--- config.mk ---
export PLATFORM = sky130hd
export DESIGN_NAME = instr_fetch_unit_flat
export DESIGN_NICKNAME = d
export VERILOG_FILES = /design/src/rtl/cpu_pkg.sv /design/src/rtl/instr_fetch_unit_if.sv /design/src/rtl/instr_fetch_unit_next_pc.sv /design/src/rtl/instr_fetch_unit.sv /design/src/flat_wrapper.sv
export SDC_FILE = /design/constraint.sdc
export NUM_CORES = 1
export LEC_CHECK = 0
export ABC_CLOCK_PERIOD_IN_PS = 5200
export CAP_MARGIN = 20
export CORE_MARGIN = 2
export CORE_UTILIZATION = 39
export DETAILED_ROUTE_END_ITERATION = 16
export GPL_TIMING_DRIVEN = 0
export PLACE_DENSITY = 0.81
export RECOVER_POWER = 25
export SYNTH_ARGS = -nofsm -noshare
export SYNTH_HDL_FRONTEND = slang
export SYNTH_SLANG_ARGS = --single-unit
--- constraint.sdc ---
create_clock -name clk -period 5.2 [get_ports clk]
set_clock_uncertainty 0.1 [all_clocks]
set_input_delay 0.52 -clock clk [delete_from_list [all_inputs] [get_ports clk]]
set_output_delay 0.52 -clock clk [all_outputs]
set_load 0.005 [all_outputs]
--- src/rtl/cpu_pkg.sv ---
// Shared LEGv8 CPU definitions: instruction field bounds and the fetch FSM
// state type, imported by the fetch unit and its interface.
package cpu_pkg;

  localparam int INSTR_W    = 32;
  localparam int OPCODE_W   = 11;
  localparam int OPC_HI     = 31;
  localparam int OPC_LO     = 21;
  localparam int CBZ_OFF_HI = 23;
  localparam int CBZ_OFF_LO = 5;
  localparam int CBZ_OFF_W  = CBZ_OFF_HI - CBZ_OFF_LO + 1;
  localparam int PERF_W     = 32;

  typedef enum logic [1:0] {
    F_IDLE,
    F_REQ,
    F_VALID
  } fetch_state_t;

endpackage

--- src/rtl/instr_fetch_unit_if.sv ---
// Fetch-unit bus: instruction-memory req/ack port plus the valid/ready decode
// port. The master modport is the fetch unit, the slave modport its environment.
interface instr_fetch_unit_if
  import cpu_pkg::*;
#(
  parameter int ADDR_W = 64
);

  logic                imem_req;
  logic [ADDR_W-1:0]   imem_addr;
  logic                imem_ack;
  logic [INSTR_W-1:0]  imem_rdata;

  logic                ins_valid;
  logic [INSTR_W-1:0]  ins_out;
  logic [OPCODE_W-1:0] opcode;
  logic [ADDR_W-1:0]   pc_out;
  logic                dec_ready;
  logic                branch;
  logic                zero;

  logic [PERF_W-1:0]   perf_fetched;
  logic [PERF_W-1:0]   perf_taken;

  modport master (
    output imem_req, imem_addr, ins_valid, ins_out, opcode, pc_out,
           perf_fetched, perf_taken,
    input  imem_ack, imem_rdata, dec_ready, branch, zero
  );

  modport slave (
    input  imem_req, imem_addr, ins_valid, ins_out, opcode, pc_out,
           perf_fetched, perf_taken,
    output imem_ack, imem_rdata, dec_ready, branch, zero
  );

endinterface

--- src/rtl/instr_fetch_unit_next_pc.sv ---
// Combinational next-PC: PC+4, or the CBZ target PC + (sext(offset19) << 2),
// both wrapping modulo 2^ADDR_W.
module fetch_next_pc
  import cpu_pkg::*;
#(
  parameter int ADDR_W = 64
) (
  input  logic [ADDR_W-1:0]    pc_i,
  input  logic [CBZ_OFF_W-1:0] off_i,
  input  logic                 take_i,
  output logic [ADDR_W-1:0]    next_pc_o
);

  logic [ADDR_W-1:0] br_off;

  // Word offset becomes a byte offset, so the target stays 4-byte aligned.
  assign br_off    = {{(ADDR_W-CBZ_OFF_W-2){off_i[CBZ_OFF_W-1]}}, off_i, 2'b00};
  assign next_pc_o = take_i ? pc_i + br_off : pc_i + ADDR_W'(4);

endmodule

--- src/rtl/instr_fetch_unit.sv ---
// LEGv8 fetch stage: holds the PC, fetches over req/ack, presents the IR to
// decode over valid/ready. Optional perf counters under FETCH_PERF_EN.
module instr_fetch_unit
  import cpu_pkg::*;
#(
  parameter int                ADDR_W   = 64,
  parameter logic [ADDR_W-1:0] RESET_PC = '0
) (
  input  logic                clk,
  input  logic                rst_n,
  instr_fetch_unit_if.master  bus
);

  fetch_state_t       state_q, state_d;
  logic [ADDR_W-1:0]  pc_q, pc_d, next_pc;
  logic [INSTR_W-1:0] ir_q, ir_d;
  logic               hs;

  assign hs = (state_q == F_VALID) && bus.dec_ready;

  fetch_next_pc #(.ADDR_W(ADDR_W)) u_next_pc (
    .pc_i      (pc_q),
    .off_i     (ir_q[CBZ_OFF_HI:CBZ_OFF_LO]),
    .take_i    (bus.branch && bus.zero),
    .next_pc_o (next_pc)
  );

  // NOTE: flops use non-blocking assignments so every register samples the
  // pre-edge values of its neighbours, independent of block ordering.
  always_ff @(posedge clk or negedge rst_n) begin
    if (!rst_n) begin
      state_q <= F_IDLE;
      pc_q    <= RESET_PC;
      ir_q    <= '0;
    end else begin
      state_q <= state_d;
      pc_q    <= pc_d;
      ir_q    <= ir_d;
    end
  end

  // NOTE: every combinational output gets a default first, so no path through
  // the case leaves it unassigned and no latch is inferred.
  always_comb begin
    state_d = state_q;
    pc_d    = pc_q;
    ir_d    = ir_q;
    unique case (state_q)
      F_IDLE:  state_d = F_REQ;
      F_REQ: begin
        if (bus.imem_ack) begin
          ir_d    = bus.imem_rdata;
          state_d = F_VALID;
        end
      end
      F_VALID: begin
        if (hs) begin
          pc_d    = next_pc;
          state_d = F_REQ;
        end
      end
      default: state_d = F_IDLE;
    endcase
  end

  // Decoded from state alone, so an async reset drops imem_req at once.
  always_comb begin
    bus.imem_req  = (state_q == F_REQ);
    bus.ins_valid = (state_q == F_VALID);
  end

  assign bus.imem_addr = pc_q;
  assign bus.pc_out    = pc_q;
  assign bus.ins_out   = ir_q;
  assign bus.opcode    = ir_q[OPC_HI:OPC_LO];

`ifdef FETCH_PERF_EN
  logic              take;
  logic [PERF_W-1:0] perf_fetched_q, perf_taken_q;

  assign take = hs && bus.branch && bus.zero;

  always_ff @(posedge clk or negedge rst_n) begin
    if (!rst_n) begin
      perf_fetched_q <= '0;
      perf_taken_q   <= '0;
    end else begin
      if (hs)   perf_fetched_q <= perf_fetched_q + PERF_W'(1);
      if (take) perf_taken_q   <= perf_taken_q + PERF_W'(1);
    end
  end

  assign bus.perf_fetched = perf_fetched_q;
  assign bus.perf_taken   = perf_taken_q;
`else
  assign bus.perf_fetched = '0;
  assign bus.perf_taken   = '0;
`endif

endmodule
--- src/flat_wrapper.sv ---
// flat-port wrapper written by rule: the top's interface ports become plain ports
module instr_fetch_unit_flat import cpu_pkg::*;
#(
  parameter int                ADDR_W   = 64,
  parameter logic [ADDR_W-1:0] RESET_PC = '0
)
  (clk, rst_n, bus_imem_req, bus_imem_addr, bus_ins_valid, bus_ins_out, bus_opcode, bus_pc_out, bus_perf_fetched, bus_perf_taken, bus_imem_ack, bus_imem_rdata, bus_dec_ready, bus_branch, bus_zero);
  instr_fetch_unit_if #(.ADDR_W(ADDR_W)) bus_i ();
  input  logic clk;
  input  logic rst_n;
  output wire logic [$bits(bus_i.imem_req)-1:0] bus_imem_req;
  output wire logic [$bits(bus_i.imem_addr)-1:0] bus_imem_addr;
  output wire logic [$bits(bus_i.ins_valid)-1:0] bus_ins_valid;
  output wire logic [$bits(bus_i.ins_out)-1:0] bus_ins_out;
  output wire logic [$bits(bus_i.opcode)-1:0] bus_opcode;
  output wire logic [$bits(bus_i.pc_out)-1:0] bus_pc_out;
  output wire logic [$bits(bus_i.perf_fetched)-1:0] bus_perf_fetched;
  output wire logic [$bits(bus_i.perf_taken)-1:0] bus_perf_taken;
  input wire logic [$bits(bus_i.imem_ack)-1:0] bus_imem_ack;
  input wire logic [$bits(bus_i.imem_rdata)-1:0] bus_imem_rdata;
  input wire logic [$bits(bus_i.dec_ready)-1:0] bus_dec_ready;
  input wire logic [$bits(bus_i.branch)-1:0] bus_branch;
  input wire logic [$bits(bus_i.zero)-1:0] bus_zero;
  assign bus_imem_req = bus_i.imem_req;
  assign bus_imem_addr = bus_i.imem_addr;
  assign bus_ins_valid = bus_i.ins_valid;
  assign bus_ins_out = bus_i.ins_out;
  assign bus_opcode = bus_i.opcode;
  assign bus_pc_out = bus_i.pc_out;
  assign bus_perf_fetched = bus_i.perf_fetched;
  assign bus_perf_taken = bus_i.perf_taken;
  assign bus_i.imem_ack = bus_imem_ack;
  assign bus_i.imem_rdata = bus_imem_rdata;
  assign bus_i.dec_ready = bus_dec_ready;
  assign bus_i.branch = bus_branch;
  assign bus_i.zero = bus_zero;
  instr_fetch_unit #(.ADDR_W(ADDR_W), .RESET_PC(RESET_PC)) u_core (.clk(clk), .rst_n(rst_n), .bus(bus_i));
endmodule
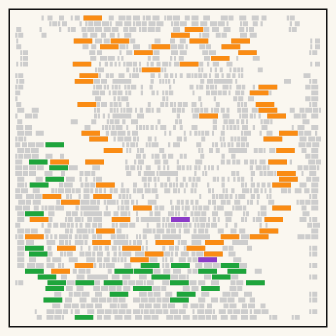
**Above:** sequential cells grouped by signal name.
Other cells in grey.
legend:
  orange:
    name_in_the_netlist: u_core.bus.imem_addr
    flops: 62
    where: all over the die
  purple:
    name_in_the_netlist: u_core.state_q
    flops: 2
  green:
    name_in_the_netlist: u_core.bus.ins_out
    flops: 32

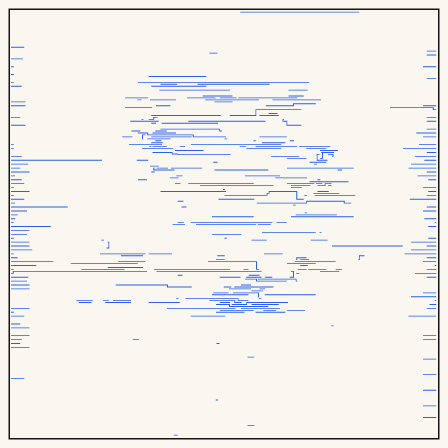
**Above:** metal 3.
longest straight run: 59.3 um
main direction: horizontal
wire length on this layer: 2480 um

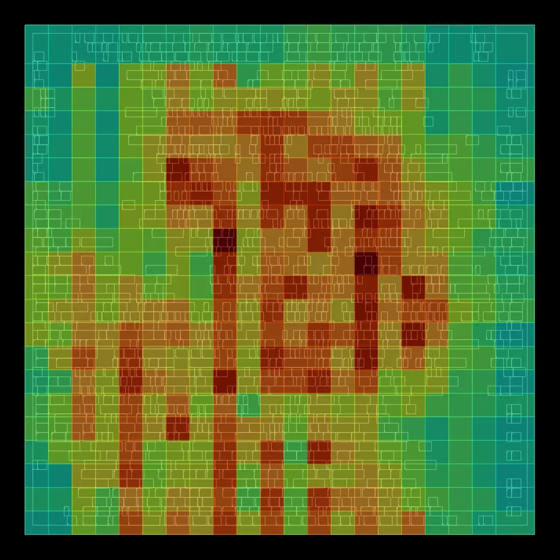
**Above:** routing congestion.
final standard cell utilization of the core: 53.7%
GR Layer Usage met1: 32.3%
met3 Resource Use GR: 4.53%
met2 Use GR: 39.3%

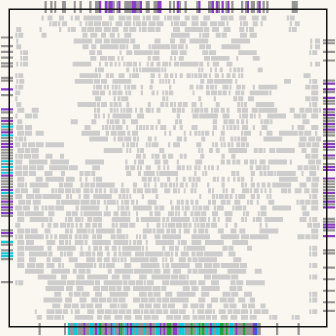
**Above:** ports around the boundary.
Pins as bars across the die edge, other pins in grey.
legend:
  cyan:
    port: bus_imem_rdata
    pins: 32
    direction: input
    edge: 23 bottom, 9 left
  blue:
    port: bus_imem_ack
    pins: 1
    direction: input
    edge: bottom
  green:
    port: bus_opcode
    pins: 11
    direction: output
    edge: bottom
  purple:
    port: bus_pc_out
    pins: 64
    direction: output
    edge: 19 right, 18 top, 15 bottom, 12 left
all pins by edge: 103 bottom, 61 top, 57 left, 54 right

==> flow.log <==
[report] extracting results
INFO  metric top_logic_kind = simple AND/OR/NAND/NOR gates
INFO  metric cts.path.max_buffers = 2
INFO  metric n_clock_buffer = 10
INFO  metric seqAreaFraction = 21.4%
INFO  metric synth-area-yosys = 8240 um2
INFO  metric seq_cell_count = 96
INFO  metric timing_max_transition_violations_final = 52
INFO  metric cp-endpoint = u_core.bus.imem_addr[55]$_DFFE_PN0P_
INFO  metric edf_count = 0
INFO  metric clock_power = 0.686 mW
INFO  metric cts-hold-fix-buffers = 0
INFO  metric yosys_cells = 1018
INFO  metric run_status = complete, but fails checks
INFO  metric switching_share = 40.5%
INFO  metric drv_cap = 1
INFO  metric comb-power = 3.14 mW
INFO  metric placement_rows = 53
INFO  metric switch_pwr = 2.10 mW
INFO  metric worstSetupPathType = input port to flop
INFO  metric vias_per_cell = 5.36
INFO  metric timing.setup.tns = 0 ps
INFO  metric htree_num_levels = 3
INFO  metric nNonClkBuffers = 409
INFO  metric holdPathEnd = u_core.bus.imem_addr[63]$_DFFE_PN0P_
INFO  metric final-seq-area = 2400 um2
INFO  metric share_seq_of_total_power = 26.0%
INFO  metric report.final.hold_viol_count = 0
INFO  metric synthCells = 1018
INFO  metric worst_r2r_startpoint = u_core.bus.ins_out[13]$_DFFE_PN0P_
INFO  metric grt.overflow.total = 0
INFO  metric async_flop_share = 100%
INFO  metric worst_setup_path_end_kind = flop
INFO  metric tightestPinTransition = 3010 ps
INFO  metric routed.top_layer = met4
INFO  metric routed_wirelength = 27600 um
INFO  metric synth.mux.area_fraction = 6.46%
INFO  metric combinationalPowerShare = 60.7%
INFO  metric yosys.cell_count.top_type = sky130_fd_sc_hd__buf_4
INFO  metric comb.multi_input.count = 777
INFO  metric first_pass_iters = 6
INFO  metric pin_count_of_the_biggest_net_entering_global_routing = 53
INFO  metric fillers = 1964
INFO  metric wl_met1 = 11500 um
INFO  metric worstReg2RegEnd = u_core.bus.imem_addr[55]$_DFFE_PN0P_
INFO  metric die_area = 22300 um2
INFO  metric critical_path_arrival = 5010 ps
INFO  metric largest_area_cell = sky130_fd_sc_hd__dfrtp_1
INFO  metric place_area = 10900 um2
INFO  metric drive_gt1_share = 17.0%
INFO  metric non_clock_buffering_overhead = 30.5%
INFO  metric post_synth_main_area_contributors = sky130_fd_sc_hd__dfrtp_1 (29%), sky130_fd_sc_hd__buf_4 (13%), sky130_fd_sc_hd__nand2_1 (5.6%)
INFO  metric gr-max-usage-layer = met2
INFO  metric failing_checks = max-capacitance violations, max-slew violations
INFO  metric dp_worst_setup_slack = 143 ps
INFO  metric layout_top_cell_excl_fill_tap = sky130_fd_sc_hd__clkdlybuf4s50_1
INFO  metric worst_slew_margin_rel = -101%
INFO  metric worstPathRequired = 5390 ps
INFO  metric fp.dieW = 149 um
INFO  metric r2r.worst_path.cells = 11
INFO  metric detailroute.wirelength.met3 = 2480 um
INFO  metric synth_simple_gate_area_share = 22.3%
INFO  metric ys_seq_share = 29.2%
## worst max-delay path, stage by stage
cell and delay, ps:
sky130_fd_sc_hd__clkdlybuf4s50_1 480, sky130_fd_sc_hd__clkbuf_1 340, sky130_fd_sc_hd__clkbuf_1 420, sky130_fd_sc_hd__nand3_1 200, sky130_fd_sc_hd__inv_1 100, sky130_fd_sc_hd__ha_1 240, sky130_fd_sc_hd__a211oi_1 370, sky130_fd_sc_hd__o31a_1 280
sky130_fd_sc_hd__nor4b_2 100, sky130_fd_sc_hd__o211ai_1 380, sky130_fd_sc_hd__a2111oi_2 170, sky130_fd_sc_hd__o31ai_1 670, sky130_fd_sc_hd__a21boi_1 220, sky130_fd_sc_hd__o32ai_1 360, sky130_fd_sc_hd__xor2_1 180
Power figures rest on the tool's default switching activity, not on a simulated workload.
